`config.mk`:
```
export PLATFORM = sky130hd
export DESIGN_NAME = divider_flat
export DESIGN_NICKNAME = d
export VERILOG_FILES = /design/src/rtl/divider_if.sv /design/src/rtl/divider.sv /design/src/flat_wrapper.sv
export SDC_FILE = /design/constraint.sdc
export NUM_CORES = 1
export LEC_CHECK = 0
export ABC_AREA = 0
export CAP_MARGIN = 20
export CORE_ASPECT_RATIO = 0.5
export CORE_MARGIN = 8
export CORE_UTILIZATION = 56
export DETAILED_ROUTE_END_ITERATION = 8
export GPL_ROUTABILITY_DRIVEN = 0
export PLACE_DENSITY = 0.84
export SETUP_SLACK_MARGIN = 0.02
export SYNTH_ARGS = -nofsm -noshare
export SYNTH_HDL_FRONTEND = slang
export SYNTH_SLANG_ARGS = --single-unit
```
`constraint.sdc`:
```
create_clock -name clk -period 5 [get_ports clk]
set_input_delay 1 -clock clk [delete_from_list [all_inputs] [get_ports clk]]
set_output_delay 1 -clock clk [all_outputs]
set_load 0.05 [all_outputs]
```
`src/rtl/divider_if.sv`:
```
// ---------------------------------------------------------------------------
// divider_if
//   Bundles the request/result signals of the sequential divider.
//
//   Handshake (start / busy / data_valid):
//     - A request is accepted on a rising clk edge where start==1, busy==0 and
//       rst==0. in_0 / in_1 are captured on that same edge and may change
//       freely afterwards.
//     - start while busy==1 is ignored. Nothing is queued.
//     - data_valid is a one-cycle pulse. quotient, remainder and div_by_zero
//       are valid in that cycle and hold until the next result loads.
//       There is no backpressure on the result.
//
//   Signals:
//     start        master -> slave   request
//     in_0         master -> slave   dividend
//     in_1         master -> slave   divisor
//     quotient     slave  -> master  floor(in_0 / in_1)
//     remainder    slave  -> master  in_0 mod in_1
//     div_by_zero  slave  -> master  the captured divisor was zero
//     busy         slave  -> master  an operation is in flight
//     data_valid   slave  -> master  result pulse
//     state_dbg    slave  -> master  current FSM state, for observation only
// ---------------------------------------------------------------------------
interface divider_if #(
    parameter int WIDTH = 8
);
    logic             start;
    logic [WIDTH-1:0] in_0;
    logic [WIDTH-1:0] in_1;
    logic [WIDTH-1:0] quotient;
    logic [WIDTH-1:0] remainder;
    logic             div_by_zero;
    logic             busy;
    logic             data_valid;
    logic [1:0]       state_dbg;

    modport master (
        output start,
        output in_0,
        output in_1,
        input  quotient,
        input  remainder,
        input  div_by_zero,
        input  busy,
        input  data_valid,
        input  state_dbg
    );

    modport slave (
        input  start,
        input  in_0,
        input  in_1,
        output quotient,
        output remainder,
        output div_by_zero,
        output busy,
        output data_valid,
        output state_dbg
    );
endinterface

```
`src/rtl/divider.sv`:
```
// ---------------------------------------------------------------------------
// divider
//   Sequential restoring divider for unsigned operands. It produces one
//   quotient bit per clock by shift-subtract. It uses the same start /
//   data_valid handshake as the shift-add multiplier, so the two can be used
//   together.
//
//   Ports:
//     clk   rising-edge clock
//     rst   synchronous, active-high reset. It aborts any operation in flight.
//     bus   divider_if.slave
//             start, in_0 (dividend), in_1 (divisor)
//             quotient, remainder, div_by_zero, busy, data_valid, state_dbg
//
//   Timing:
//     - A request is accepted at edge N.
//     - The edges N+1 .. N+WIDTH perform the WIDTH iterations.
//     - The last iteration loads the result and raises data_valid.
//     - The DONE cycle drops data_valid and busy.
//     - The earliest next accept is therefore the first IDLE edge after DONE.
//
//   Divisor 0:
//     The loop runs unchanged. Every trial subtract succeeds, which gives
//     quotient = all ones and remainder = dividend. div_by_zero flags this
//     result.
// ---------------------------------------------------------------------------
module divider #(
    parameter int WIDTH = 8
) (
    input logic      clk,
    input logic      rst,
    divider_if.slave bus
);

    localparam int CW = $clog2(WIDTH + 1);

    typedef enum logic [1:0] {
        ST_IDLE = 2'd0,
        ST_RUN  = 2'd1,
        ST_DONE = 2'd2
    } state_t;

    state_t           state_q, state_d;
    logic [WIDTH-1:0] q_q, q_d;        // dividend shifting out, quotient shifting in
    logic [WIDTH-1:0] d_q, d_d;        // captured divisor
    logic [WIDTH:0]   r_q, r_d;        // partial remainder with one guard bit
    logic [CW-1:0]    cnt_q, cnt_d;    // iterations done so far
    logic [WIDTH-1:0] quot_q, quot_d;
    logic [WIDTH-1:0] rem_q, rem_d;
    logic             dbz_q, dbz_d;
    logic             busy_q, busy_d;
    logic             dv_q, dv_d;

    // One iteration of the restoring step.
    logic [WIDTH:0]   r_shift;
    logic [WIDTH:0]   r_sub;
    logic [WIDTH:0]   r_next;
    logic [WIDTH-1:0] q_next;
    logic             fits;

    // The guard bit of R is always 0 after a step, because R < D. Only the
    // shifted value R' needs the guard bit.
    logic             unused_r_guard;
    assign unused_r_guard = r_q[WIDTH];

    always_comb begin
        r_shift = {r_q[WIDTH-1:0], q_q[WIDTH-1]};
        fits    = (r_shift >= {1'b0, d_q});
        r_sub   = r_shift - {1'b0, d_q};
        r_next  = fits ? r_sub : r_shift;
        q_next  = {q_q[WIDTH-2:0], fits};
    end

    always_comb begin
        state_d = state_q;
        q_d     = q_q;
        d_d     = d_q;
        r_d     = r_q;
        cnt_d   = cnt_q;
        quot_d  = quot_q;
        rem_d   = rem_q;
        dbz_d   = dbz_q;
        busy_d  = busy_q;
        dv_d    = dv_q;

        case (state_q)
            ST_IDLE: begin
                if (bus.start) begin
                    q_d     = bus.in_0;
                    d_d     = bus.in_1;
                    r_d     = '0;
                    cnt_d   = '0;
                    busy_d  = 1'b1;
                    state_d = ST_RUN;
                end
            end

            ST_RUN: begin
                q_d   = q_next;
                r_d   = r_next;
                cnt_d = cnt_q + 1'b1;
                // The last iteration loads the result on the same edge.
                if (cnt_q == CW'(WIDTH - 1)) begin
                    quot_d  = q_next;
                    rem_d   = r_next[WIDTH-1:0];
                    dbz_d   = (d_q == '0);
                    dv_d    = 1'b1;
                    state_d = ST_DONE;
                end
            end

            ST_DONE: begin
                dv_d    = 1'b0;
                busy_d  = 1'b0;
                state_d = ST_IDLE;
            end

            default: begin
                state_d = ST_IDLE;
            end
        endcase
    end

    always_ff @(posedge clk) begin
        if (rst) begin
            state_q <= ST_IDLE;
            q_q     <= '0;
            d_q     <= '0;
            r_q     <= '0;
            cnt_q   <= '0;
            quot_q  <= '0;
            rem_q   <= '0;
            dbz_q   <= 1'b0;
            busy_q  <= 1'b0;
            dv_q    <= 1'b0;
        end else begin
            state_q <= state_d;
            q_q     <= q_d;
            d_q     <= d_d;
            r_q     <= r_d;
            cnt_q   <= cnt_d;
            quot_q  <= quot_d;
            rem_q   <= rem_d;
            dbz_q   <= dbz_d;
            busy_q  <= busy_d;
            dv_q    <= dv_d;
        end
    end

    assign bus.quotient    = quot_q;
    assign bus.remainder   = rem_q;
    assign bus.div_by_zero = dbz_q;
    assign bus.busy        = busy_q;
    assign bus.data_valid  = dv_q;
    assign bus.state_dbg   = state_q;

endmodule

```
`src/flat_wrapper.sv`:
```
// flat-port wrapper written by rule: the top's interface ports become plain ports
module divider_flat 
#(
    parameter int WIDTH = 8
)
  (clk, rst, bus_start, bus_in_0, bus_in_1, bus_quotient, bus_remainder, bus_div_by_zero, bus_busy, bus_data_valid, bus_state_dbg);
  divider_if #(.WIDTH(WIDTH)) bus_i ();
  input logic clk;
  input logic rst;
  input wire logic [$bits(bus_i.start)-1:0] bus_start;
  input wire logic [$bits(bus_i.in_0)-1:0] bus_in_0;
  input wire logic [$bits(bus_i.in_1)-1:0] bus_in_1;
  output wire logic [$bits(bus_i.quotient)-1:0] bus_quotient;
  output wire logic [$bits(bus_i.remainder)-1:0] bus_remainder;
  output wire logic [$bits(bus_i.div_by_zero)-1:0] bus_div_by_zero;
  output wire logic [$bits(bus_i.busy)-1:0] bus_busy;
  output wire logic [$bits(bus_i.data_valid)-1:0] bus_data_valid;
  output wire logic [$bits(bus_i.state_dbg)-1:0] bus_state_dbg;
  assign bus_i.start = bus_start;
  assign bus_i.in_0 = bus_in_0;
  assign bus_i.in_1 = bus_in_1;
  assign bus_quotient = bus_i.quotient;
  assign bus_remainder = bus_i.remainder;
  assign bus_div_by_zero = bus_i.div_by_zero;
  assign bus_busy = bus_i.busy;
  assign bus_data_valid = bus_i.data_valid;
  assign bus_state_dbg = bus_i.state_dbg;
  divider #(.WIDTH(WIDTH)) u_core (.clk(clk), .rst(rst), .bus(bus_i));
endmodule
```
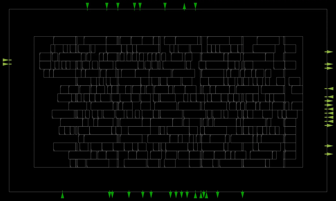
*Placed standard cells, run 1*
non-filler instance count after layout: 361
# Taps: 54

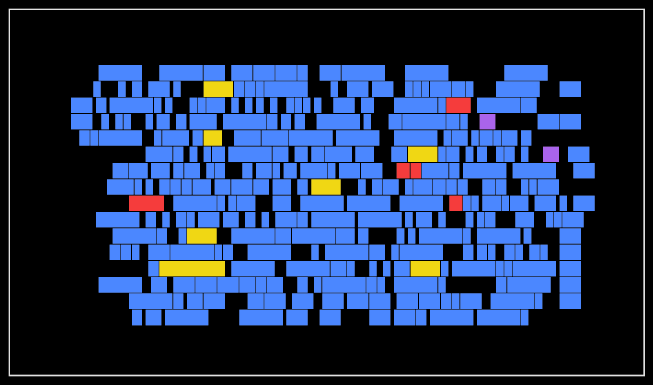
*Cell sizes after repair, run 1*
Drawn at 6 px/µm.
drive 1 or less: in blue, cells 293, share 95%. drive 3 to 4: in purple, cells 2, share 0.65%. drive 6 and up: in yellow, cells 7, share 2.3%. drive 2: in red, cells 5, share 1.6%.
cell area after layout: 2770 µm²
Buffers, non-clock: 41
Setup WS post-layout: 2.22 ns
area grow syn2layout: 23.5%

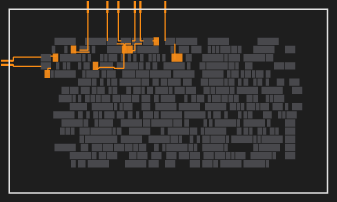
*Wires at chosen ports, followed through buffers, run 1*
Drawn at 3 px/µm.
bus_in_1: in orange, direction input, edge 6 north, 2 west, end cells 8, buffers 8, wire 137 µm.
I/O pin count: 40
IO Port Bufs: 39

==> reports/metrics.cfg, run 1 <==
[status]
status = finished clean

[setup_path]
reg2reg_slack_ns = 2.41
cp_top_family = buffers and inverters
cp_num_buf_inv = 1
crit_end = bus_state_dbg[1]
end_kind = output pin
critPathKind = register to output pin
crit_path_start = u_core.bus.state_dbg[1]
ff2ff_path_depth = 8

[run]
warnings = 26

[global_route]
use_met1_pct = 17.9
grt.busiest_layer = met2
overflow = 0

[route]
met2_length_mm = 2.39
routed_wl_mm = 5.16

[cells_and_area]
largest_class = combinational gates
nMultiInputCombCells = 196

[yosys]
synth_top_cell_by_count = dfxtp_1
synth_cell_types = 41
ys_cells = 271
ys_ff = 49

[cts]
ctsHtreeMaxLevel = 2
clk_pin_slew_ns = 0.09
clk_latency_ns = 0.31

[timing]
report.final.slew_viol_count = 0
finalClockPeriodUsage_pct = 55.6

[worst_hold_path]
min_to = u_core.bus.quotient[4]

### Pin map, run 1

Drawn at 6 px/µm. Pins as bars across the die edge, other pins in grey.
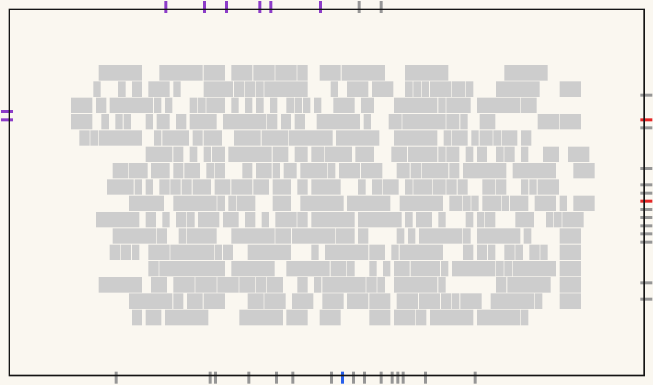

## Run 2: what changed since run 1
Settings changed: CORE_UTILIZATION 56 to 52, PLACE_DENSITY 0.84 to 0.79.
Clock period 5 ns to 2.79 ns, I/O delays scaled along.
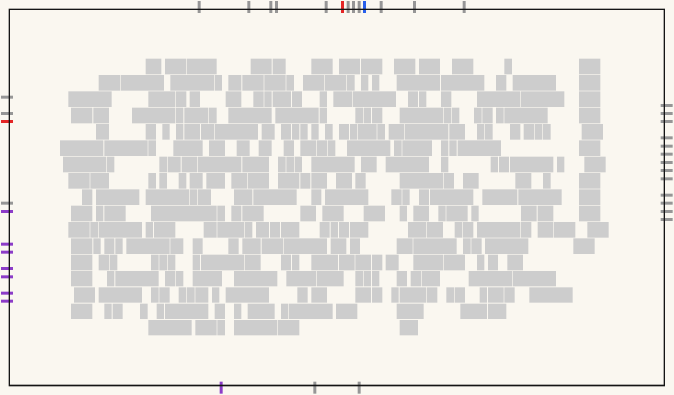
*Pin map, run 2*
Drawn at 6 px/µm. Pins as bars across the die edge, other pins in grey.
bus_state_dbg: in red, pins 2, direction output, edge 1 north, 1 west. bus_in_1: in purple, pins 8, direction input, edge 7 west, 1 south. bus_div_by_zero: in blue, pins 1, direction output, edge north.
All pins by edge: 13 north, 13 east, 11 west, 3 south.
Die Span Y: 62.5 µm
Die W: 109 µm

==> reports/metrics.cfg, run 2 <==
[status]
status = finished clean

[worst_hold_path]
min_to = u_core.bus.quotient[3]

[power]
p_sw_uw = 583
p_comb_uw = 538

[setup_path]
end_kind = output pin
cp_num_buf_inv = 1  ; unchanged
crit_end = bus_state_dbg[1]
reg2reg_slack_ns = 0.45  ; -1.96 ns
crit_path_start = u_core.bus.state_dbg[1]
cp_top_family = buffers and inverters
ff2ff_path_depth = 9  ; +1

[yosys]
ys_cells = 271  ; unchanged
ys_ff = 49  ; unchanged
synth_cell_types = 41  ; unchanged
synth_top_cell_by_count = dfxtp_1

[cells_and_area]
buffers = 45  ; +9.8%
final_area_um2 = 2820  ; +1.5%
area_growth_pct = 25.3
nMultiInputCombCells = 196  ; unchanged

[cts]
ctsHtreeMaxLevel = 2  ; unchanged
clk_pin_slew_ns = 0.09  ; about the same
clk_latency_ns = 0.31  ; about the same

[die]
pin_count = 40  ; unchanged
n_tap_cell = 57  ; +5.6%

[route]
met2_length_mm = 2.21  ; -7.6%
routed_wl_mm = 5.63  ; +9.1%

[global_route]
overflow = 0  ; unchanged
grt.busiest_layer = met1
use_met1_pct = 25.3  ; +7.3 points

[place]
portBuffers = 39  ; unchanged

[timing]
report.final.slew_viol_count = 0  ; unchanged
finalClockPeriodUsage_pct = 85.2
fin_ws_ns = 0.412  ; -1.81 ns
setup_viol = 0

[run]
warnings = 26  ; unchanged

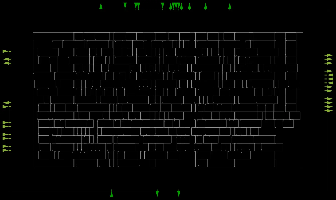
*Placed standard cells, run 2*
non-filler instance count after layout: 368
Final Util: 65.8%

### Wires at chosen ports, followed through buffers, run 2

Drawn at 3 px/µm.
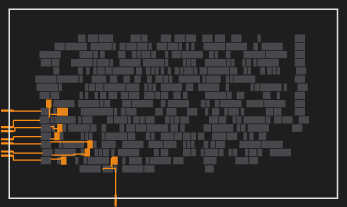

## Run 3: what changed since run 2
Clock period 2.79 ns to 2.5 ns, I/O delays scaled along.
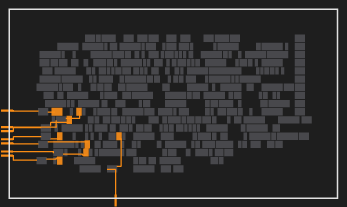
*Wires at chosen ports, followed through buffers, run 3*
Drawn at 3 px/µm.
bus_in_1: in orange, direction input, edge 7 west, 1 south, end cells 8, buffers 8, wire 151 µm.

==> reports/metrics.cfg, run 3 <==
[route]
met2_length_mm = 2.12  ; -3.8%

[cells_and_area]
stdcell_count = 367  ; -0.27%
final_area_um2 = 2810  ; -0.27%
area_growth_pct = 25.0
nMultiInputCombCells = 196  ; unchanged

[power]
p_comb_uw = 602  ; +12%
p_sw_uw = 658  ; +13%

[setup_path]
reg2reg_slack_ns = 0.16  ; -0.29 ns
crit_path_start = u_core.d_q[1]
crit_end = u_core.bus.remainder[0]
ff2ff_path_depth = 9  ; unchanged
cp_num_buf_inv = 2  ; +1
end_kind = register

[global_route]
grt.busiest_layer = met1
overflow = 0  ; unchanged
use_met1_pct = 24.9  ; -0.36 points

[cts]
ctsHtreeMaxLevel = 2  ; unchanged
clk_latency_ns = 0.31  ; about the same

[status]
status = finished clean

[yosys]
ys_ff = 49  ; unchanged
synth_cell_types = 41  ; unchanged
ys_cells = 271  ; unchanged

[die]
die_h_um = 62.5  ; unchanged

[run]
warnings = 26  ; unchanged

[worst_hold_path]
min_to = u_core.bus.quotient[4]

[timing]
setup_viol = 0  ; unchanged
report.final.slew_viol_count = 0  ; unchanged

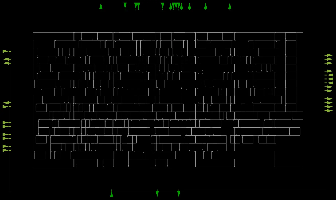
*Placed standard cells, run 3*
Seq area share: 34.9%
core footprint: 4280 µm²
# Taps: 57
flop count: 49
Final Util: 65.7%

